### Placed cells, one color a class, run 1

Fill, decap, tap and diode cells in gray.
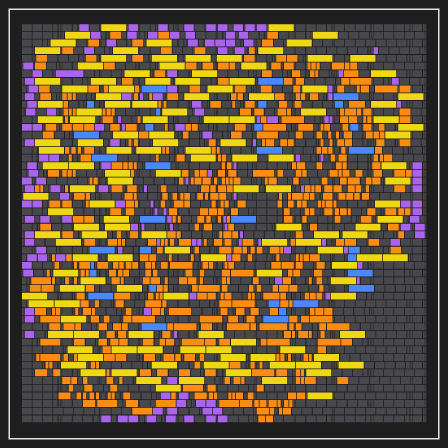
### Routed metal per tile, run 1

Bar = 50 microns. The die is cut into 30 by 30 equal tiles; black is low, pale yellow is high, scaled to the fullest tile. Values are wire area over tile area, all layers added.
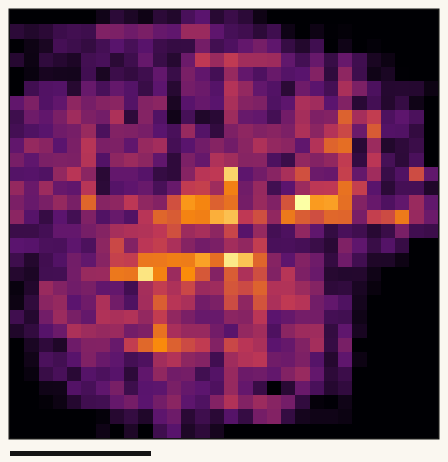
### Placement view, run 1

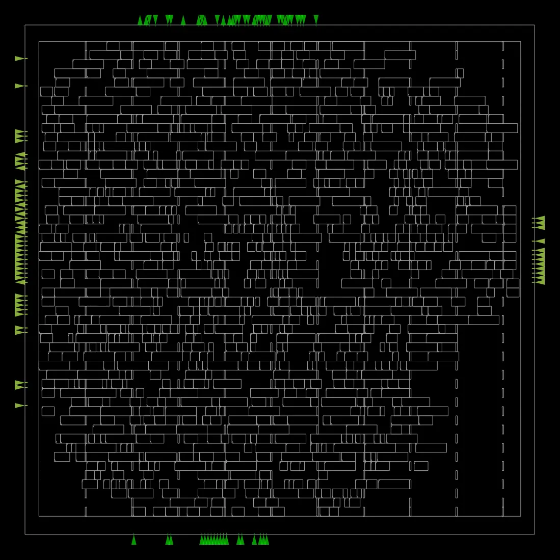
### Sequential cells grouped by signal name, run 1

Other sequential cells in the stronger gray, the rest of the logic in the fainter gray.
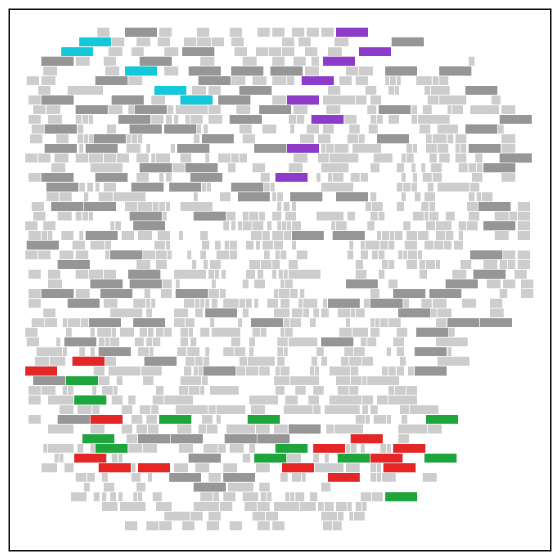
Design img_pad, sky130hd; sources not shown.
==> results.txt, run 1 <==
Status on the layout run. Initial antenna violation count landed at 0. Number of global-route vias before repair landed at 6,656. Number of enable-type register cells in the synthesized netlist landed at 0.

Looking at the cell usage after synthesis, the top flip-flop cell is sky130_fd_sc_hd__dfrtp_1. Level count of the clock H-tree landed at 4. Depth of the most critical reg-to-reg path landed at 12. According to the floorplan report, the die height is approximately 150 microns.

Setup skew after layout landed at roughly 10 ps. Post-cts repair resize count landed at 0. The run finished with clean final reports.

Share of final-layout standard cells stronger than drive strength 1 landed at 0.177. The setup check on the worst reg-to-reg path leaves a slack of between 5000 and 6000 ps. Ratio of routed vias to standard cells landed at roughly 5.5. Worst slew slack as a fraction of its limit landed at 0.359. Async set-reset flop share out of synthesis landed at 1.00. Slew of the pin with the lowest slew margin landed at ~960 ps. TritonCTS built the clock tree. CTS placed an instance of sky130_fd_sc_hd__clkbuf_16 at the clock tree root. Number of setup buffers added after CTS landed at 0. Summed over all failing endpoints, the final setup total negative slack is 0 ps. From left edge to right edge, the die measures roughly 150 microns. The worst hold path was traced through 2 stages.

According to the floorplan report, the total die area is between 20,000 and 25,000 sq um. For this block, the initial DRC count from the detailed router was around 380. Clock network power for this build is approximately 0.64 mW. The main area contributors are sky130_fd_sc_hd__dfrtp_1, sky130_fd_sc_hd__mux2_2, sky130_fd_sc_hd__xnor3_1. Switching share of power landed at 0.381.

Synthesis-to-finish area growth landed at 22.7%. Highest ir drop seen on vdd landed at 0.000119 V. Number of primary I/O pins landed at about 110. Clock insertion delay at the later pin of the skew report landed at roughly 430 ps. Count of port buffers added during placement landed at approximately 100. Data arrival at the endpoint of the critical path landed at 4280 ps.

Area share of the largest cell type after synthesis landed at 0.409. Summing every instance area after synthesis gives roughly 8700 sq um.
## Picture notes: 'Placed cells, one color a class'
sequential cells: in yellow, cells 142. remaining buffers and delay cells: in purple, cells 154. remaining logic cells: in orange, cells 619. clock drivers and dummy loads: in blue, cells 32.
flip-flop and latch share of the layout cell area: 0.334
num rows: 52
Core ar.: 20,300 sq um

## Picture notes: 'Routed metal per tile'
17% of the tiles are nearly empty. The fullest tile reaches 0.63. 9.9% of the tiles are over half the peak.
Total GRT Usage: 0.212
Routed Wire Length: 23,300 microns

## Picture notes: 'Placement view'
final core utilization: 0.525
n_taps: 270
count of placed standard cells in the final layout, fillers left out: 1,217
filler cell count in the final layout: 1,815
flip-flops: 142

## Picture notes: 'Sequential cells grouped by signal name'
`pt_q`: in purple, sequential cells 8, where top center. `u_oreg.user`: in cyan, sequential cells 5, where upper left. `w_q`: in green, sequential cells 12. `out_w_q`: in red, sequential cells 13.
Another 104 sequential cells are not colored.
seq pwr: 0.991 mW
sequential standard cell area: 3550 sq um

## run 1: cells in the final DEF (no fill, tap or decap), types with 20 or more instances in the layout
cell type and n:
sky130_fd_sc_hd__xor2_1 27, sky130_fd_sc_hd__mux2_2 86, sky130_fd_sc_hd__clkdlybuf4s50_1 104, sky130_fd_sc_hd__nor2_1 28, sky130_fd_sc_hd__nor4_1 20, sky130_fd_sc_hd__inv_1 22, sky130_fd_sc_hd__o21ai_0 50, sky130_fd_sc_hd__xnor2_1 34
sky130_fd_sc_hd__dfrtp_1 142, sky130_fd_sc_hd__clkbuf_1 23, sky130_fd_sc_hd__nand3_1 22, sky130_fd_sc_hd__nand2_1 74
## run 1: cell families (layout without fill, tap and decap cells)
logic type,Yosys count,after routing
AOI/OAI and AO/OA,167,167
xor gates and xnor gates,81,81
other,1,1
muxes,104,104
adders and majority gates,19,19
and+or+nand+nor,224,224
buffers and inverters,72,209
DFF,142,142
## run 1: layer usage
| layer | vias up | track usage | wire length, microns |
|---|---|---|---|
| met5 | - | 0 | 0 |
| met4 | 0 | 0.0660 | 443 |
| met3 | 26 | 0.0464 | 1360 |
| met2 | 151 | 0.328 | 10700 |
| met1 | 3267 | 0.298 | 10700 |
| li1 | 3200 | - | - |
## run 1: critical path: cells and delay by family
family / cells / cell delay (ps)
and+or+nand+nor: 2 / 670
buffers and inverters: 2 / 1260
## run 1: layout make-up
cell class,count,area (sq um),area share
sequential,142,3550,0.334
buffer,49,235,0.0221
multi-input combinational,596,4810,0.452
inverter,23,93.8,0.00881
timing repair buffer,105,1070,0.100
clock inverter,14,121,0.0114
clock buffer,18,429,0.0403
tap,270,338,0.0317
### A small window of the routed layout, run 1

Bar = 20 microns. Region (13, 13) to (63, 63) microns. Cells in gray, sequential cells in the stronger gray; small squares are vias.
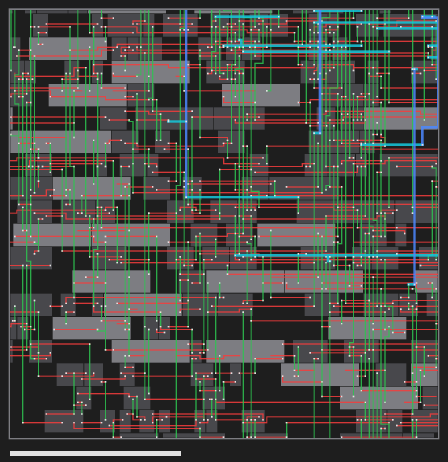

==> run 2, diff against run 1 <==
--- a/config.mk
+++ b/config.mk
@@ -9,6 +9,7 @@
 export CORE_UTILIZATION = 42
 export DETAILED_ROUTE_END_ITERATION = 6
 export GPL_TIMING_DRIVEN = 0
+export PLACE_DENSITY = 0.65
 export SETUP_SLACK_MARGIN = 0.05
 export SLEW_MARGIN = 20
 export SYNTH_ARGS = -nofsm -noshare
==> constraint.sdc (replaced) <==
create_clock -name clk -period 5.4 [get_ports clk]
set_input_delay 1.35 -clock clk [delete_from_list [all_inputs] [get_ports clk]]
set_output_delay 1.35 -clock clk [all_outputs]
set_load 0.02 [all_outputs]
### A small window of the routed layout, run 2

Bar = 20 microns. Region (13, 13) to (63, 63) microns. Cells in gray, sequential cells in the stronger gray; small squares are vias.
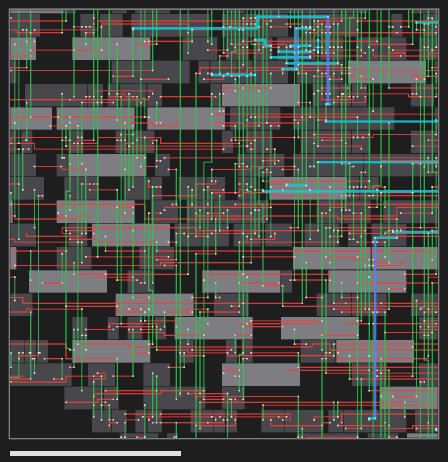
M4: in blue. M2: in green. M3: in cyan. M1: in red.
Most frequent: dfrtp_1 (22), mux2_2 (14). Sequential cells in the window: 22. 143 logic cells have their middle in the window.

### Placement view, run 2

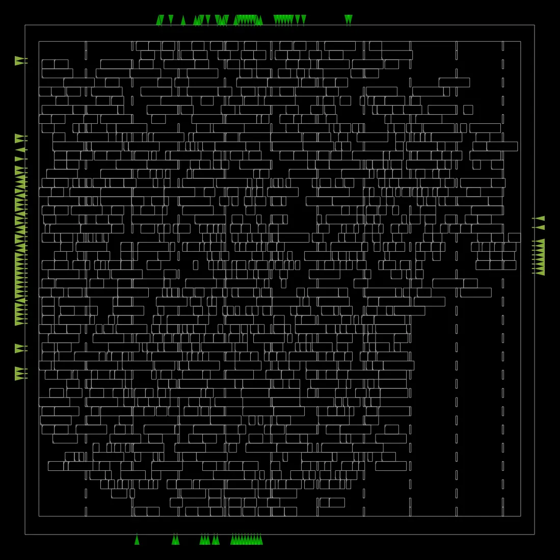
flip-flop and latch share of the layout cell area: 0.333
final core utilization: 0.526

==> run 2 against run 1 <==
Compared with the run above:
- area after synthesis unchanged
- synthesized cell count unchanged
- sequential power grew 75%
- combinational power grew 75%
- global-route usage down 0.42 points
- setup slack worse by 2000 ps
- register-to-register slack worse by 4100 ps
- design area rose by 0.18%
- largest power group unchanged
==> results.txt, run 2 <==
Status on the layout run. Per the synthesis report, the number of distinct cell types is between 80 and 90. The area share of the largest cell type after synthesis was 0.409 (unchanged). Relative to the synthesized area, the layout overhead comes to 22.9%. Violation tally from detailed-route iteration zero landed at 349 (-8.2%). By instance count after routing, the leading logic cell type is sky130_fd_sc_hd__dfrtp_1.

Required time of the critical path landed at approximately 4100 ps. Netlist area before placement landed at 8680 sq um (unchanged). The cell depth of the worst min-delay path came to 2 (unchanged). The detail route stage leaves a number of antenna-violating nets equal to 0. Yosys instantiated no cell more often than sky130_fd_sc_hd__dfrtp_1. The routed length on met3 was 1300 microns (-4.5%). Share of the yosys chip area belonging to registers landed at 0.409. TritonCTS built the clock tree. Ratio of routed vias to standard cells landed at 5.47 (+0.23%). Number of primary I/O pins landed at 105 (unchanged). The root buffer cell chosen for the clock tree is sky130_fd_sc_hd__clkbuf_16.

Yosys attributes the largest share of cell area to sky130_fd_sc_hd__dfrtp_1, sky130_fd_sc_hd__mux2_2, sky130_fd_sc_hd__xnor3_1. The depth of the most critical reg-to-reg path is 12 (unchanged). Max-slew violation count landed at 0. In the synthesis report, Yosys lists the chip area as about 8700 sq um. Final cell count without fillers landed at 1,217 (unchanged). Critical path's largest stage delay landed at ~750 ps.

CTS saw 142 sinks. Counting every net in the synthesized netlist gives 914. Level count of the clock H-tree landed at 4 (unchanged).

The most used flip-flop cell after synthesis is sky130_fd_sc_hd__dfrtp_1. Highest ir drop seen on vdd landed at 0.000285 V (+140%). Count of filler cells inserted in the layout landed at 1,881 (+3.6%).

The placeable core region is 20,300 sq um (unchanged). Leaving out fill and tap cells, the most frequent cells in the layout are sky130_fd_sc_hd__dfrtp_1, sky130_fd_sc_hd__clkdlybuf4s50_1, sky130_fd_sc_hd__mux2_2, sky130_fd_sc_hd__nand2_1, sky130_fd_sc_hd__o21ai_0. The run finished with clean final reports.

Number of hold-slack violations in the final timing report landed at 0. Number of setup buffers added after CTS landed at 0 (unchanged). The chip area is 23,000 sq um (unchanged).

The final antenna diode tally reported by the flow is 0. Counting the buffers created by CTS gives 17. The count of port buffers added during placement was 104 (unchanged).

Entering global routing, the biggest net connects ~84 pins. The number of global-route vias before repair was 6,671 (+0.23%). Die extent in y landed at 152 microns (unchanged).

Width of the die landed at 152 microns (unchanged). Count of hold-fix buffers inserted at cts landed at 0. Post-cts repair resize count landed at 0 (unchanged). Async set-reset flop share out of synthesis landed at 1.00 (unchanged). Number of enable-type register cells in the synthesized netlist landed at 0 (unchanged).

The share of final-layout standard cells stronger than drive strength 1 was 0.178 (+0.00106). The design draws slightly above 5 mW. The setup skew after layout came to 15.5 ps (+5.14 ps). For reference, the most critical setup path is categorized as in2out. Routed metal-1 wirelength landed at 10,600 microns (-1.2%). Summed over all cells, the static leakage comes to approximately 4.5 nW. Initial antenna violation count landed at 1 (+1). Worst slew slack as a fraction of its limit landed at 0.390 (+0.0310).

The worst setup path is launched from an input pin. The script parses the final routing iteration and logs DRC violations as 0. Total number of placement rows landed at 52 (unchanged). The met2 wire length was 11,000 microns (+1.9%).

Total number of warnings across the stage logs landed at 26. Post-synthesis cell count landed at 810. The final layout contains just over 1,000 nets.

The type recorded for the worst min-delay path is reg2reg. The clock insertion delay at the later pin of the skew report is 430 ps (about the same). The data arrival at the endpoint of the critical path is 3300 ps (-980 ps). Average footprint of a synthesized cell landed at between 10 and 15 sq um.

In this run the top signal layer used is met5. RePlAce ended its routability-driven mode at a weighted congestion of between 0.9 and 1. Setup slack of the worst register-to-register path landed at 1500 ps (-4080 ps). Slew of the pin with the lowest slew margin landed at 915 ps (-46.6 ps).
### Routed metal per tile, run 2

Bar = 50 microns. The die is cut into 30 by 30 equal tiles; black is low, pale yellow is high, scaled to the fullest tile. Values are wire area over tile area, all layers added.
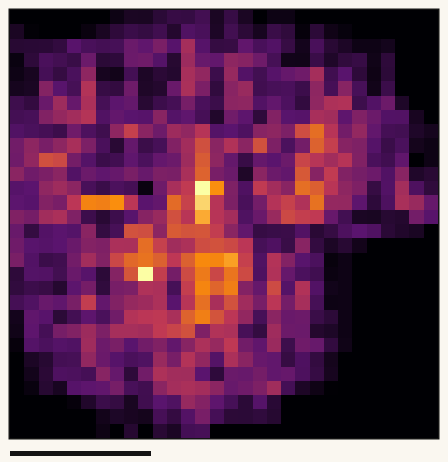
The densest ninth of the die: center. The mean over all tiles is 0.16. The emptiest ninth of the die: lower right. 8.6% of the tiles are over half the peak. 20% of the tiles are nearly empty.
Routed Wire Length: 23,200 microns
vias after detailed routing: 6,659
Total GRT Usage: 0.208
routed wire length per instance: 19.0 microns

==> run 2: critical path: cells and delay by family <==
family | cells | cell delay (ps)
and+or+nand+nor | 2 | 710
buffers and inverters | 2 | 1240
==> run 2: final cells by class <==
class	count	area [sq um]	area share
multi-input combinational	596	4810	0.451
timing repair buffer	105	1070	0.100
sequential	142	3550	0.333
inverter	23	93.8	0.00879
tap	270	338	0.0317
clock buffer	17	425	0.0399
clock inverter	15	144	0.0135
buffer	49	235	0.0220
==> run 2: per-layer routing <==
layer,vias up,global-route usage
met1,3253,0.289
met4,2,0.0508
met3,26,0.0497
met2,186,0.330
met5,-,0
li1,3192,-
==> run 2: logic make-up after synthesis <==
| group | after synthesis | share of synthesized area |
|---|---|---|
| other | 1 | 0.000432 |
| DFF | 142 | 0.409 |
| adders and majority gates | 19 | 0.0352 |
| and+or+nand+nor | 224 | 0.138 |
| AOI/OAI and AO/OA | 167 | 0.136 |
| muxes | 104 | 0.132 |
| buffers and inverters | 72 | 0.0370 |
| xor gates and xnor gates | 81 | 0.111 |
==> run 2: report_power, final <==
part / total (mW) / internal, mW / switching (mW) / leakage [nW]
sequential: 1.73 / 1.44 / 0.289 / 1.85
clock: 1.14 / 0.612 / 0.528 / 0.273
combinational: 2.17 / 1.06 / 1.12 / 2.38
total: 5.04 / 3.11 / 1.94 / 4.50
==> run 2: through the flow <==
stage               worst slack (ps)  utilization  setup TNS (ps)
finish                           746        0.526               0
global route                     626        0.526               0
CTS                              732        0.526               0
detailed placement               683        0.498               0
global placement               -1910        0.496         -269710
floorplan                        240            -               0
Power figures rest on the tool's default switching activity, not on a simulated workload.
